Fig. 1: run 1, met3 routing
Cells faint in the background.
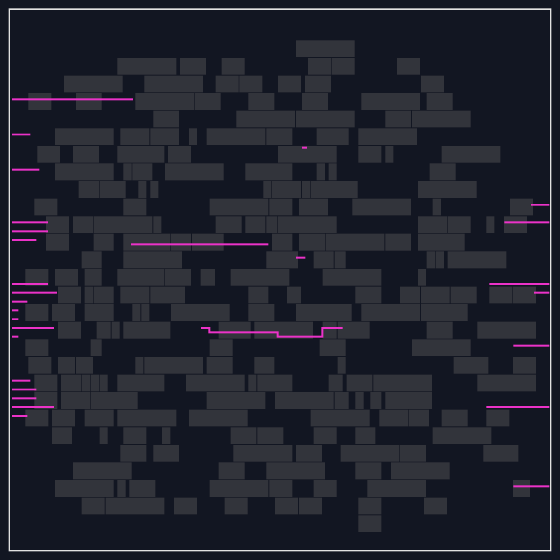
Fig. 2: run 1, routed clock nets over the placement
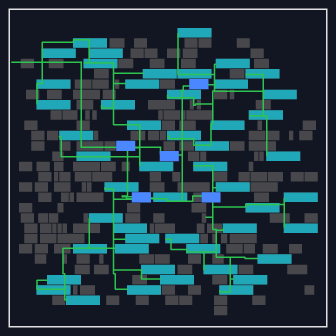
Fig. 3: run 1, congestion heat map
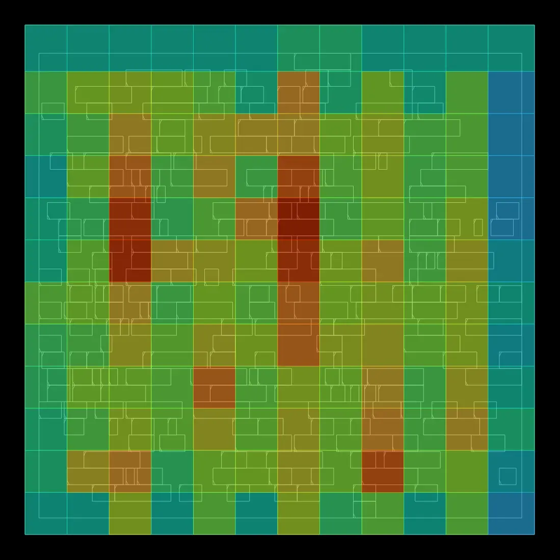
Fig. 4: run 1, drive-strength map
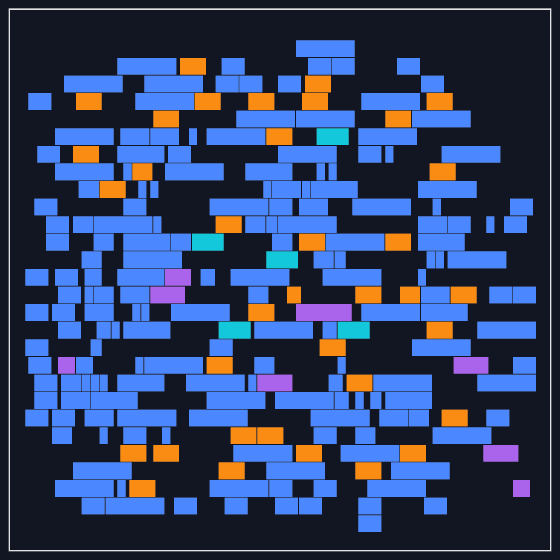
Design ub_pipe_cska_flat, sky130hd; sources not shown.
==> impl_table.tex <==
% Synthesis and place-and-route results
\begin{tabular}{lr}
\hline
Metric & Value \\
\hline
\multicolumn{2}{l}{\textbf{Worst setup path}} \\
\quad Startpoint type of the worst setup path & input port \\
\quad Largest stage delay, worst path & 500 ps \\
\quad Critical path depth & 10 \\
\quad Worst-path cell with the longest stage delay & sky130\_fd\_sc\_hd\_\_clkdlybuf4s50\_1 \\
\quad Worst EP required & 3880 ps \\
\quad Worst setup slack for register-to-register paths & 1310 ps \\
\quad Critical path data arrival time & 3200 ps \\
\quad Combined buffer and inverter count along the critical path & 3 \\
\quad R2R cell count & 9 \\
\quad Setup CP Type & input port to flip-flop \\
\quad Max FO, Critical Path & 12 \\
\quad Chain of cells forming the critical path & clkdlybuf4s50\_1 > buf\_4 > nor2\_1 > fa\_1 > fa\_1 > and2\_1 > fa\_1 > inv\_1 > fa\_1 > mux2\_4 \\
\quad Most common cell type on the critical path & sky130\_fd\_sc\_hd\_\_fa\_1 \\
\quad Dominant delay contributor by cell family on the critical path & adder cells \\
\quad Endpoint type of the worst setup path & flip-flop \\
\multicolumn{2}{l}{\textbf{Timing}} \\
\quad Number of hold violations in the final report & 0 \\
\quad Slew margin rel. & 0.577 \\
\quad Slew at the pin with the worst max-slew slack & 632 ps \\
\quad Highest clock frequency the design can meet & 331 MHz \\
\quad Smallest hold slack & 93.8 ps \\
\quad Setup-failing EPs final & 0 \\
\quad Setup repair after global routing missed its margin & no \\
\quad Ratio of final minimum period to clock period & 0.816 \\
\quad Setup Total Neg Slack & 0 ps \\
\quad Fin crit period & 3020 ps \\
\quad Count of final max-slew check failures & 0 \\
\multicolumn{2}{l}{\textbf{Logic synthesis}} \\
\quad Most used flip-flop cell after synthesis & sky130\_fd\_sc\_hd\_\_dfrtp\_1 \\
\quad Count of library flops with an enable pin & 0 \\
\quad Count of instantiated cells in the yosys netlist & 180 \\
\quad Post-synthesis cell count & 180 \\
\quad Share of async-settable or async-resettable flops after synthesis & 1.00 \\
\quad Leading area contributor after synthesis & sky130\_fd\_sc\_hd\_\_dfrtp\_1 \\
\quad Unique masters post-synth & 29 \\
\quad Mux area share & 0.198 \\
\quad Most repeated cell in the gate-level netlist after synthesis & sky130\_fd\_sc\_hd\_\_dfrtp\_1 \\
\quad Number of storage elements in the synthesis netlist & 50 \\
\quad Chip area in the Yosys report & 2530 sq um \\
\quad Post-synthesis average cell area & 14.0 sq um \\
\quad Parity-gate share of the synthesized area counting xor and xnor cells & 0.0416 \\
\quad Post-Syn Nets & 230 \\
\quad Adder Area Share & 0.142 \\
\quad Area leader share & 0.495 \\
\quad Tally of yosys warning messages & 0 \\
\quad Synth Seq Share & 0.495 \\
\quad Cell Area, Synth & 2530 sq um \\
\quad Main area contributors & sky130\_fd\_sc\_hd\_\_dfrtp\_1 (49\%), sky130\_fd\_sc\_hd\_\_mux2\_2 (14\%), sky130\_fd\_sc\_hd\_\_fa\_1 (8.7\%) \\
\quad Simple-gate share of the synthesized area & 0.0445 \\
\quad Compound-gate portion of the synthesized area & 0.0242 \\
\quad Largest family of logic cells by area & multiplexers \\
\quad Synth top cells by count & sky130\_fd\_sc\_hd\_\_dfrtp\_1 (50), sky130\_fd\_sc\_hd\_\_mux2\_2 (32), sky130\_fd\_sc\_hd\_\_inv\_1 (24) \\
\multicolumn{2}{l}{\textbf{Die}} \\
\quad I/O Pins & 43 \\
\quad Die Footprint & 6970 sq um \\
\quad Site Rows & 28 \\
\quad Die Width & 83.5 um \\
\quad Vertical extent of the die & 83.5 um \\
\quad Core area & 6030 sq um \\
\quad Floorplan Utilization & 0.420 \\
\multicolumn{2}{l}{\textbf{CTS}} \\
\quad Number of sinks driven by the clock tree & 50 \\
\quad Clock tree from TritonCTS & done \\
\quad Clock-pin transition on the worst setup and hold timing paths & 80 ps \\
\quad Number of H-tree levels & 2 \\
\quad Number of buffers inserted during clock tree synthesis & 5 \\
\quad Clock tree buffer depth & 2 \\
\quad Total of cells resized after clock tree synthesis & 0 \\
\quad Hold buffers post-CTS & 0 \\
\quad Root Driver & sky130\_fd\_sc\_hd\_\_clkbuf\_8 \\
\quad Post-CTS setup-driven buffer insertion count & 0 \\
\multicolumn{2}{l}{\textbf{Cells and area}} \\
\quad Count of nets after finishing & 275 \\
\quad Post-Layout Cell Count & 300 \\
\quad Fill count & 558 \\
\quad Number of diodes & 0 \\
\quad Fraction of final layout cells with drive strength greater than 1 & 0.218 \\
\multicolumn{2}{l}{\textbf{Power}} \\
\quad Pleak & 1.42 nW \\
\quad Power density relative to cell area & 583 nW/um\^{}2 \\
\quad IR drop worst, VDD & 0.000220 V \\
\multicolumn{2}{l}{\textbf{Drt}} \\
\quad Number of DRC markers in iteration 0 & 63 \\
\quad Vias per Instance & 4.79 \\
\quad Post-route DRC violation count & 0 \\
\quad Drt first pass iters & 4 \\
\quad Antenna Nets Post-Route & 0 \\
\multicolumn{2}{l}{\textbf{Global route}} \\
\quad Antenna violations before repair & 0 \\
\quad Vias in the first global route & 1636 \\
\quad Wire length of the first global-routing pass & 7.72 mm \\
\quad Global route total overflow & 0 \\
\quad Pin count of the biggest net entering global routing & 51 \\
\multicolumn{2}{l}{\textbf{Run}} \\
\quad Tool warnings & 37 \\
\quad Max Cap Violations & 0 \\
\multicolumn{2}{l}{\textbf{Outcome}} \\
\quad Result of the run & completed \\
\multicolumn{2}{l}{\textbf{Placement}} \\
\quad Final weighted congestion in routability-driven placement & 0.749 \\
\quad Instance area at placement & 3000 sq um \\
\quad HPWL after detailed placement & 3.09 mm \\
\quad Port Buffer Count & 42 \\
\quad DP Cell Count & 293 \\
\multicolumn{2}{l}{\textbf{Worst hold path}} \\
\quad Type of the worst min-delay path & input port to asynchronous set/reset pin \\
\hline
\end{tabular}
-- Fig. 1 (at the start) --
share of all routed wire = 3.9%
wire length on this layer = 166 um
wire length after detailed routing: 4.23 mm
met3 layer usage reported by global route: 0.0326
via count: 1438

-- Fig. 2 (at the start) --
blue -> clock drivers  # count 5
green -> clock wires  # length 603 um
cyan -> flip-flops  # count 50
routed clock nets = 6
flops lie = spread over the die
Late-Pin Clk Latency: 290 ps
Fin Clk Skew: 2.53 ps
Clk power: 0.000295 W

-- Fig. 3 (at the start) --
routed len/inst: 14.1 um
global-route usage over all layers: 0.137
GRT met1 Usage: 0.174
global-route met2 utilization: 0.236
busiest layer in global routing: met2

-- Fig. 4 (at the start) --
purple -> _3 and _4 cells  # cells 8, share 3.6%
cyan -> _6 and larger  # cells 5, share 2.2%
orange -> _2 cells  # cells 36, share 16%
blue -> _0 and _1 cells  # cells 176, share 78%
area of all placed cells without fillers: 3070 sq um
layout-stage area growth over the synthesis result: 21.6%

[run 1: final cells by class]
| type | instances | area [sq um] | share of cell area |
|---|---|---|---|
| well taps | 75 | 93.8 | 0.0305 |
| flip-flops and latches | 50 | 1250 | 0.407 |
| inverters | 24 | 90.1 | 0.0293 |
| clock buffers | 7 | 76.3 | 0.0248 |
| repair buffers | 43 | 425 | 0.138 |
| multi-input cells | 101 | 1140 | 0.370 |
[run 1: per-stage QoR]
step	power, W	worst slack (ps)	utilization
finish	0.00179	679	0.510
global route	0.00195	546	0.510
CTS	0.00183	666	0.510
detailed placement	0.00153	338	0.498
global placement	0.00150	395	0.497
floorplan	0.00124	579	-
[run 1: kinds of logic (layout without fill, tap and decap cells)]
kind of cell,Yosys count,in the layout
XOR/XNOR,12,12
adder cells (fa/ha/maj),22,22
flip-flops,50,50
multiplexers,44,44
AND/OR/NAND/NOR,15,15
AND-OR/OR-AND,8,8
buffers and inverters,29,74
[run 1: cell usage in the layout (no fill, tap or decap), drive strengths merged, types with 2 or more instances in the layout]
cell and n:
nand3 2, clkbuf 7, nand2 4, clkdlybuf4s50 41, fa 11, mux2i 8, nand3b 2, buf 2
mux2 36, inv 24, nand2b 4, xnor2 2, xor2 10, a31o 2, ha 11, a21oi 2
dfrtp 50
[run 1: per-layer routing]
layer  track usage  vias to the layer above  part of all wire
met5             0                        -                 0
met4        0.0396                        0             0.012
met3        0.0326                        5             0.039
met2         0.236                       29              0.49
met1         0.174                      735              0.46
li1              -                      669                 -
[run 1: where the power goes]
group	total (W)	switching, W	internal (W)	leakage [nW]
combinational	0.000654	0.000260	0.000394	0.799
sequential	0.000844	0.000110	0.000734	0.579
clock	0.000295	0.000165	0.000131	0.0383
total	0.00179	0.000534	0.00126	1.42
No activity file was given, so power comes from the tool's default toggle rates.
